## src/rtl/fetch_queue_pkg.sv

```systemverilog
// Shared types and constants for the LC3 fetch/prefetch queue.
package fetch_queue_pkg;

  localparam int unsigned ADDR_W_DEF = 16;
  localparam int unsigned DATA_W_DEF = 16;
  localparam logic [ADDR_W_DEF-1:0] RESET_PC_DEF = 16'h3000;

  // Entry as it sits in the queue at the default widths.
  typedef struct packed {
    logic [ADDR_W_DEF-1:0] pc;
    logic [DATA_W_DEF-1:0] instr;
  } fetch_entry_t;

  // Width that can hold 0..depth inclusive.
  function automatic int occ_w(input int depth);
    return $clog2(depth + 1);
  endfunction

endpackage

```

## src/rtl/fetch_queue_if.sv

```systemverilog
// Memory-side and decode-side signals of the fetch queue.
interface fetch_queue_if
  import fetch_queue_pkg::*;
#(
    parameter int ADDR_W = 16,
    parameter int DATA_W = 16,
    parameter int DEPTH  = 4
);
    localparam int OCC_W = occ_w(DEPTH);

    logic              imem_rd;
    logic [ADDR_W-1:0] imem_addr;
    logic [DATA_W-1:0] imem_rdata;
    logic              redirect;
    logic [ADDR_W-1:0] redirect_addr;
    logic              out_valid;
    logic              out_ready;
    logic [ADDR_W-1:0] out_pc;
    logic [ADDR_W-1:0] out_npc;
    logic [DATA_W-1:0] out_instr;
    logic [OCC_W-1:0]  occupancy;

    // Environment side: memory, branch unit and decode.
    modport master (
        input  imem_rd, imem_addr, out_valid, out_pc, out_npc, out_instr, occupancy,
        output imem_rdata, redirect, redirect_addr, out_ready
    );

    // Fetch unit side.
    modport slave (
        output imem_rd, imem_addr, out_valid, out_pc, out_npc, out_instr, occupancy,
        input  imem_rdata, redirect, redirect_addr, out_ready
    );
endinterface

```

## src/rtl/fetch_queue_fifo.sv

```systemverilog
// Generic power-of-two FIFO with synchronous flush, concurrent push/pop and count.
module fetch_queue_fifo
  import fetch_queue_pkg::*;
#(
    parameter int WIDTH = 32,
    parameter int DEPTH = 4
) (
    input  logic                     clk_i,
    input  logic                     rst_i,
    input  logic                     flush_i,
    input  logic                     push_i,
    input  logic [WIDTH-1:0]         data_i,
    input  logic                     pop_i,
    output logic [WIDTH-1:0]         data_o,
    output logic                     valid_o,
    output logic [occ_w(DEPTH)-1:0]  count_o
);
    localparam int PTR_W = $clog2(DEPTH);
    localparam int CNT_W = occ_w(DEPTH);

    logic [WIDTH-1:0] mem_q [DEPTH];
    logic [PTR_W-1:0] wr_ptr_q, wr_ptr_d, rd_ptr_q, rd_ptr_d;
    logic [CNT_W-1:0] count_q, count_d;

    always_comb begin
        wr_ptr_d = wr_ptr_q;
        rd_ptr_d = rd_ptr_q;
        count_d  = count_q;
        if (flush_i) begin
            wr_ptr_d = '0;
            rd_ptr_d = '0;
            count_d  = '0;
        end else begin
            if (push_i) wr_ptr_d = wr_ptr_q + PTR_W'(1);
            if (pop_i)  rd_ptr_d = rd_ptr_q + PTR_W'(1);
            case ({push_i, pop_i})
                2'b10:   count_d = count_q + CNT_W'(1);
                2'b01:   count_d = count_q - CNT_W'(1);
                default: count_d = count_q;
            endcase
        end
    end

    always_ff @(posedge clk_i or posedge rst_i) begin
        if (rst_i) begin
            wr_ptr_q <= '0;
            rd_ptr_q <= '0;
            count_q  <= '0;
        end else begin
            wr_ptr_q <= wr_ptr_d;
            rd_ptr_q <= rd_ptr_d;
            count_q  <= count_d;
        end
    end

    // Payload needs no reset: it is only observed while count is non-zero.
    always_ff @(posedge clk_i) begin
        if (push_i && !flush_i) mem_q[wr_ptr_q] <= data_i;
    end

    assign data_o  = mem_q[rd_ptr_q];
    assign valid_o = (count_q != '0);
    assign count_o = count_q;
endmodule

```

## src/rtl/fetch_queue_unit.sv

```systemverilog
// LC3 fetch stage: owns the PC, issues imem reads, queues tagged instructions for decode.
// Optional FETCH_QUEUE_STATS_EN adds stall_cnt / redirect_cnt counters.
module fetch_queue_unit
  import fetch_queue_pkg::*;
#(
    parameter int                ADDR_W   = 16,
    parameter int                DATA_W   = 16,
    parameter int                DEPTH    = 4,
    parameter logic [ADDR_W-1:0] RESET_PC = ADDR_W'(RESET_PC_DEF)
) (
    input  logic        clock,
    input  logic        reset,
`ifdef FETCH_QUEUE_STATS_EN
    output logic [31:0] stall_cnt,
    output logic [31:0] redirect_cnt,
`endif
    fetch_queue_if.slave bus
);
    localparam int OCC_W = occ_w(DEPTH);
    localparam int ENT_W = ADDR_W + DATA_W;

    typedef struct packed {
        logic [ADDR_W-1:0] pc;
        logic [DATA_W-1:0] instr;
    } entry_t;

    logic [ADDR_W-1:0] pc_q, pc_d, pc_iss_q;
    logic              inflight_q;
    logic              issue, push, pop, head_valid;
    logic [OCC_W-1:0]  count;
    entry_t            wdata, head;
    logic [ENT_W-1:0]  head_raw;

    // Reset gates issue combinationally so imem_rd is low while reset is held.
    assign issue = !reset && !bus.redirect &&
                   (({1'b0, count} + {{OCC_W{1'b0}}, inflight_q}) < (OCC_W+1)'(DEPTH));
    // A response arriving in a redirect cycle is the killed one.
    assign push  = inflight_q && !bus.redirect;
    assign pop   = head_valid && bus.out_ready && !bus.redirect;
    assign wdata = '{pc: pc_iss_q, instr: bus.imem_rdata};

    always_comb begin
        pc_d = pc_q;
        if (bus.redirect) pc_d = bus.redirect_addr;
        else if (issue)   pc_d = pc_q + ADDR_W'(1);
    end

    always_ff @(posedge clock or posedge reset) begin
        if (reset) begin
            pc_q       <= RESET_PC;
            pc_iss_q   <= '0;
            inflight_q <= 1'b0;
        end else begin
            pc_q       <= pc_d;
            inflight_q <= issue;
            if (issue) pc_iss_q <= pc_q;
        end
    end

    fetch_queue_fifo #(
        .WIDTH (ENT_W),
        .DEPTH (DEPTH)
    ) u_fifo (
        .clk_i   (clock),
        .rst_i   (reset),
        .flush_i (bus.redirect),
        .push_i  (push),
        .data_i  (wdata),
        .pop_i   (pop),
        .data_o  (head_raw),
        .valid_o (head_valid),
        .count_o (count)
    );

    assign head          = entry_t'(head_raw);
    assign bus.imem_rd   = issue;
    assign bus.imem_addr = pc_q;
    assign bus.out_valid = head_valid;
    assign bus.out_pc    = head_valid ? head.pc : '0;
    assign bus.out_npc   = head_valid ? head.pc + ADDR_W'(1) : '0;
    assign bus.out_instr = head_valid ? head.instr : '0;
    assign bus.occupancy = count;

`ifdef FETCH_QUEUE_STATS_EN
    logic [31:0] stall_cnt_q, redirect_cnt_q;

    always_ff @(posedge clock or posedge reset) begin
        if (reset) begin
            stall_cnt_q    <= '0;
            redirect_cnt_q <= '0;
        end else begin
            if (bus.out_ready && !head_valid && stall_cnt_q != '1)
                stall_cnt_q <= stall_cnt_q + 32'd1;
            if (bus.redirect && redirect_cnt_q != '1)
                redirect_cnt_q <= redirect_cnt_q + 32'd1;
        end
    end

    assign stall_cnt    = stall_cnt_q;
    assign redirect_cnt = redirect_cnt_q;
`endif
endmodule

```

## src/flat_wrapper.sv

```systemverilog
// flat-port wrapper written by rule: the top's interface ports become plain ports
module fetch_queue_unit_flat import fetch_queue_pkg::*;
#(
    parameter int                ADDR_W   = 16,
    parameter int                DATA_W   = 16,
    parameter int                DEPTH    = 4,
    parameter logic [ADDR_W-1:0] RESET_PC = ADDR_W'(RESET_PC_DEF)
)
  (clock, reset, bus_imem_rd, bus_imem_addr, bus_out_valid, bus_out_pc, bus_out_npc, bus_out_instr, bus_occupancy, bus_imem_rdata, bus_redirect, bus_redirect_addr, bus_out_ready);
  fetch_queue_if #(.ADDR_W(ADDR_W), .DATA_W(DATA_W), .DEPTH(DEPTH)) bus_i ();
  input  logic clock;
  input  logic reset;
  output wire logic [$bits(bus_i.imem_rd)-1:0] bus_imem_rd;
  output wire logic [$bits(bus_i.imem_addr)-1:0] bus_imem_addr;
  output wire logic [$bits(bus_i.out_valid)-1:0] bus_out_valid;
  output wire logic [$bits(bus_i.out_pc)-1:0] bus_out_pc;
  output wire logic [$bits(bus_i.out_npc)-1:0] bus_out_npc;
  output wire logic [$bits(bus_i.out_instr)-1:0] bus_out_instr;
  output wire logic [$bits(bus_i.occupancy)-1:0] bus_occupancy;
  input wire logic [$bits(bus_i.imem_rdata)-1:0] bus_imem_rdata;
  input wire logic [$bits(bus_i.redirect)-1:0] bus_redirect;
  input wire logic [$bits(bus_i.redirect_addr)-1:0] bus_redirect_addr;
  input wire logic [$bits(bus_i.out_ready)-1:0] bus_out_ready;
  assign bus_imem_rd = bus_i.imem_rd;
  assign bus_imem_addr = bus_i.imem_addr;
  assign bus_out_valid = bus_i.out_valid;
  assign bus_out_pc = bus_i.out_pc;
  assign bus_out_npc = bus_i.out_npc;
  assign bus_out_instr = bus_i.out_instr;
  assign bus_occupancy = bus_i.occupancy;
  assign bus_i.imem_rdata = bus_imem_rdata;
  assign bus_i.redirect = bus_redirect;
  assign bus_i.redirect_addr = bus_redirect_addr;
  assign bus_i.out_ready = bus_out_ready;
  fetch_queue_unit #(.ADDR_W(ADDR_W), .DATA_W(DATA_W), .DEPTH(DEPTH), .RESET_PC(RESET_PC)) u_core (.clock(clock), .reset(reset), .bus(bus_i));
endmodule
```

## config.mk

```make
export PLATFORM = sky130hd
export DESIGN_NAME = fetch_queue_unit_flat
export DESIGN_NICKNAME = d
export VERILOG_FILES = /design/src/rtl/fetch_queue_pkg.sv /design/src/rtl/fetch_queue_if.sv /design/src/rtl/fetch_queue_fifo.sv /design/src/rtl/fetch_queue_unit.sv /design/src/flat_wrapper.sv
export SDC_FILE = /design/constraint.sdc
export NUM_CORES = 1
export LEC_CHECK = 0
export CAP_MARGIN = 20
export CORE_MARGIN = 8
export CORE_UTILIZATION = 54
export CTS_CLUSTER_DIAMETER = 200
export DETAILED_ROUTE_END_ITERATION = 10
export HOLD_SLACK_MARGIN = 0.08
export PLACE_DENSITY = 0.79
export SLEW_MARGIN = 10
export SYNTH_ARGS = -nofsm -noshare
export SYNTH_HDL_FRONTEND = slang
export SYNTH_SLANG_ARGS = --single-unit
```

## constraint.sdc

```tcl
create_clock -name clock -period 3.2 [get_ports clock]
set_clock_uncertainty 0.2 [all_clocks]
set_input_delay 0.32 -clock clock [delete_from_list [all_inputs] [get_ports clock]]
set_output_delay 0.32 -clock clock [all_outputs]
set_load 0.03 [all_outputs]
```

Figure 1. Where the registers sit.
The bar under the picture is 50 µm long. Other sequential cells in the stronger grey, the rest of the logic in the fainter grey.
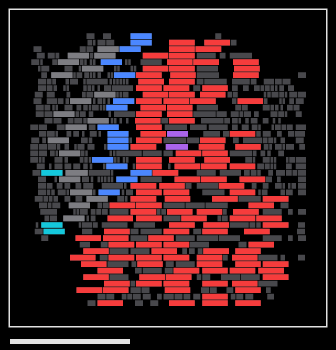
[cyan] u_core.u_fifo.count_o | sequential cells: 3
[blue] u_core.pc_iss_q | sequential cells: 16
[red] u_core.u_fifo.mem_q | sequential cells: 128
[purple] u_core.u_fifo.rd_ptr_q | sequential cells: 2
not coloured: 19
final core occ: 69.9%
register fraction of the total cell area: 52.6%

Figure 2. Track usage over the die.
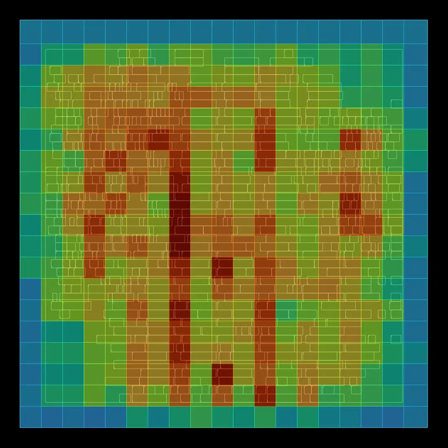
most utilized layer in the global route result: met2
GR met2 Demand/Resource: 30.6%
gr usage total: 18.8%
per-cell routed wire length: 19.7 µm
met1 layer usage reported by global route: 23.7%

==> metrics.sh <==
YS.FLOP_TYPE='sky130_fd_sc_hd__edfxtp_1'
LARGEST_COMBINATIONAL_CELL_CATEGORY_BY_AREA='simple AND/OR/NAND/NOR gates'
GRT_ANTENNA_BEFORE_REPAIR=0
CORE.ROWCOUNT=42
WHS_NS=0.235
CTS.SINKS=168
SYN-INSTANCE-COUNT=484
MAX_CLOCK_FREQ_GHz=0.319
CP_TOP_FAMILY='multiplexers'
HPWL_UM=10800
FINAL_CELL_AREA_UM2=9220
AREA_GROWTH_SYN_TO_LAYOUT_PCT=27.1
FP_NETS=527
WORST_CASE_CLOCK_BUFFER_DEPTH=2
POSTSYNTHREGISTERBITS=168
YS_TYPES=46
WORSTSETUPSTARTPOINT='u_core.u_fifo.rd_ptr_q[0]$_DFFE_PP0P_'
OUTCOME='finished clean'
NET_COUNT_FINAL=658
SYNTHESIS.AREA_UM2=7250
PLACE_INST=772
ASYNC_RESET_FF_SHARE_PCT=23.8
REGTOREGSETUPSLACK_NS=0.56
PIN_COUNT=105
SYNTH.AVG_CELL_AREA_UM2=15.0
SEQ_AREA_FRAC_SYNTH_PCT=66.8
CP-END-KIND='output port'
POWER.STATIC_LEAKAGE_nW=3.48
SETUP_REPAIR_AFTER_GLOBAL_ROUTING_MISSED_ITS_MARGIN='true'
XOR_AREA_SHARE_PCT=2.17
POWER_DENSITY_OVER_CELL_AREA_nW_PER_UM2=883
YOSYS_WARNINGS=0
DIE.SIZE.Y_UM=132
WORST_PATH_REQUIRED_NS=2.68
FIRST_GLOBAL_VIAS=4980
TOTALPOWERFINAL_mW=8.14
POST_SYNTH_MUX_AREA_SHARE_PCT=11.0
FP_UTIL_PCT=55.0
Figure 3. Metal 3.
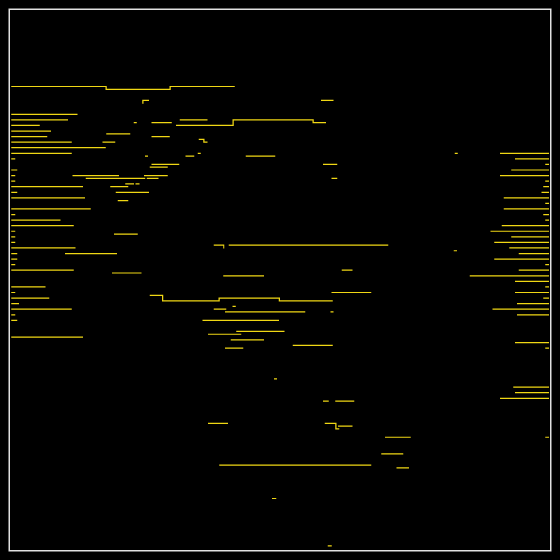
longest straight run: 38.6 µm
wire length on this layer: 1,020 µm
final routed wirelength across all metal layers: 15,900 µm
met3 usage: 5.03%
vias post-DR: 4,576

Figure 4. Gate families picked out.
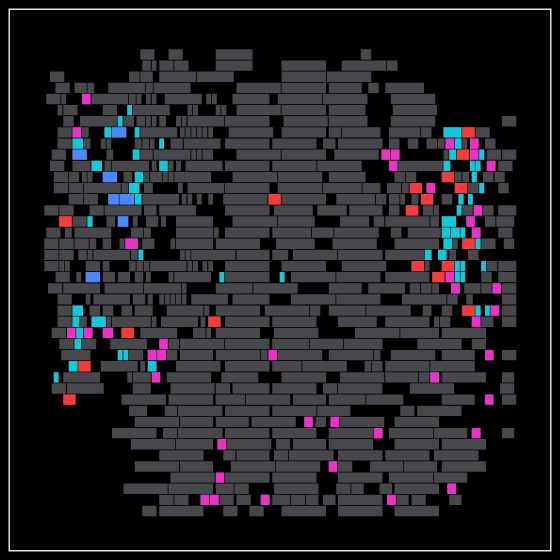
[cyan] NOR gates | cells: 53
[red] XOR/XNOR gates | cells: 18
[blue] AND-OR and OR-AND gates | cells: 7
[magenta] AND and OR gates | cells: 42 | where: widely spread
tally of non-filler cells in the final layout: 804
most common cell after layout, fill and taps aside: sky130_fd_sc_hd__edfxtp_1

-- worst max-delay path by stage --
stage	endpoint	slack [ns]	cells after the start
2_1_floorplan	bus_out_npc[14]	0.35	8
3_3_place_gp	bus_out_npc[14]	0.10	7
3_5_place_dp	bus_out_npc[14]	0.03	6
4_1_cts	bus_out_npc[14]	-0.04	7
5_1_grt	bus_out_npc[14]	-0.01	7
6_report	bus_out_npc[14]	0.07	7
-- cells by family (layout without fill, tap and decap cells) --
family / Yosys count / after routing
DFF: 168 / 168
buffers and inverters: 33 / 177
and+or+nand+nor: 183 / 183
AOI/OAI and AO/OA: 40 / 40
muxes: 35 / 35
adders and majority gates: 7 / 7
xor gates and xnor gates: 18 / 18
-- sequential cells by signal, summed over array words and instances (netlist names) --
signal	cells
u_core.inflight_q	1
u_core.u_fifo.count_o	3
u_core.u_fifo.wr_ptr_q	2
u_core.u_fifo.rd_ptr_q	2
u_core.bus.imem_addr	16
u_core.u_fifo.mem_q	128
u_core.pc_iss_q	16
-- power by group --
group / switching (mW) / internal (mW)
clock network: 0.865 / 1.17
logic: 1.88 / 1.37
registers: 0.244 / 2.62
-- Yosys cell counts, drive strengths merged (7+ instances only) --
| library cell | instances | area (µm²) |
|---|---|---|
| and2 | 35 | 219 |
| buf | 14 | 98.8 |
| clkbuf | 10 | 37.5 |
| dfrtp | 38 | 951 |
| edfxtp | 128 | 3840 |
| inv | 9 | 33.8 |
| mux4 | 32 | 769 |
| nand2 | 71 | 267 |
| nand3 | 10 | 55.1 |
| nor2 | 28 | 105 |
| nor3 | 12 | 65.1 |
| nor4 | 7 | 50.1 |
| o21ai | 15 | 75.1 |
| xnor2 | 13 | 114 |
-- routing by layer --
layer,track usage [%],part of all wire (%),up-vias
li1,-,-,2087
met1,23.7,42,2284
met5,0,0,-
met2,30.6,50,185
met4,7.08,1.4,0
met3,5.03,6.4,20
-- cell usage in the layout (no fill, tap or decap), types with 15 or more instances in the layout --
cell,instances
sky130_fd_sc_hd__clkbuf_16,17
sky130_fd_sc_hd__buf_4,44
sky130_fd_sc_hd__mux4_2,21
sky130_fd_sc_hd__dfrtp_1,37
sky130_fd_sc_hd__nor2_1,28
sky130_fd_sc_hd__clkdlybuf4s50_1,71
sky130_fd_sc_hd__nand2_1,71
sky130_fd_sc_hd__edfxtp_1,128
sky130_fd_sc_hd__and2_1,35
sky130_fd_sc_hd__o21ai_0,15
-- final cells by class --
cell class              count  share of cell area (%)
clock buffers              17                    4.61
clock inverters            15                    1.80
inverters                   9                   0.366
multi-input cells         283                    24.2
flip-flops and latches    168                    52.6
well taps                 176                    2.39
repair buffers            136                    14.0
-- worst reg2reg max path: cells and delay by family, from the launching register on --
family                     cells  cell delay [ns]
and+or+nand+nor                5             1.05
buffers and inverters          2             0.34
AOI/OAI and AO/OA              1             0.09
adders and majority gates      1             0.39
DFF                            1             0.45
Power figures rest on the tool's default switching activity, not on a simulated workload.
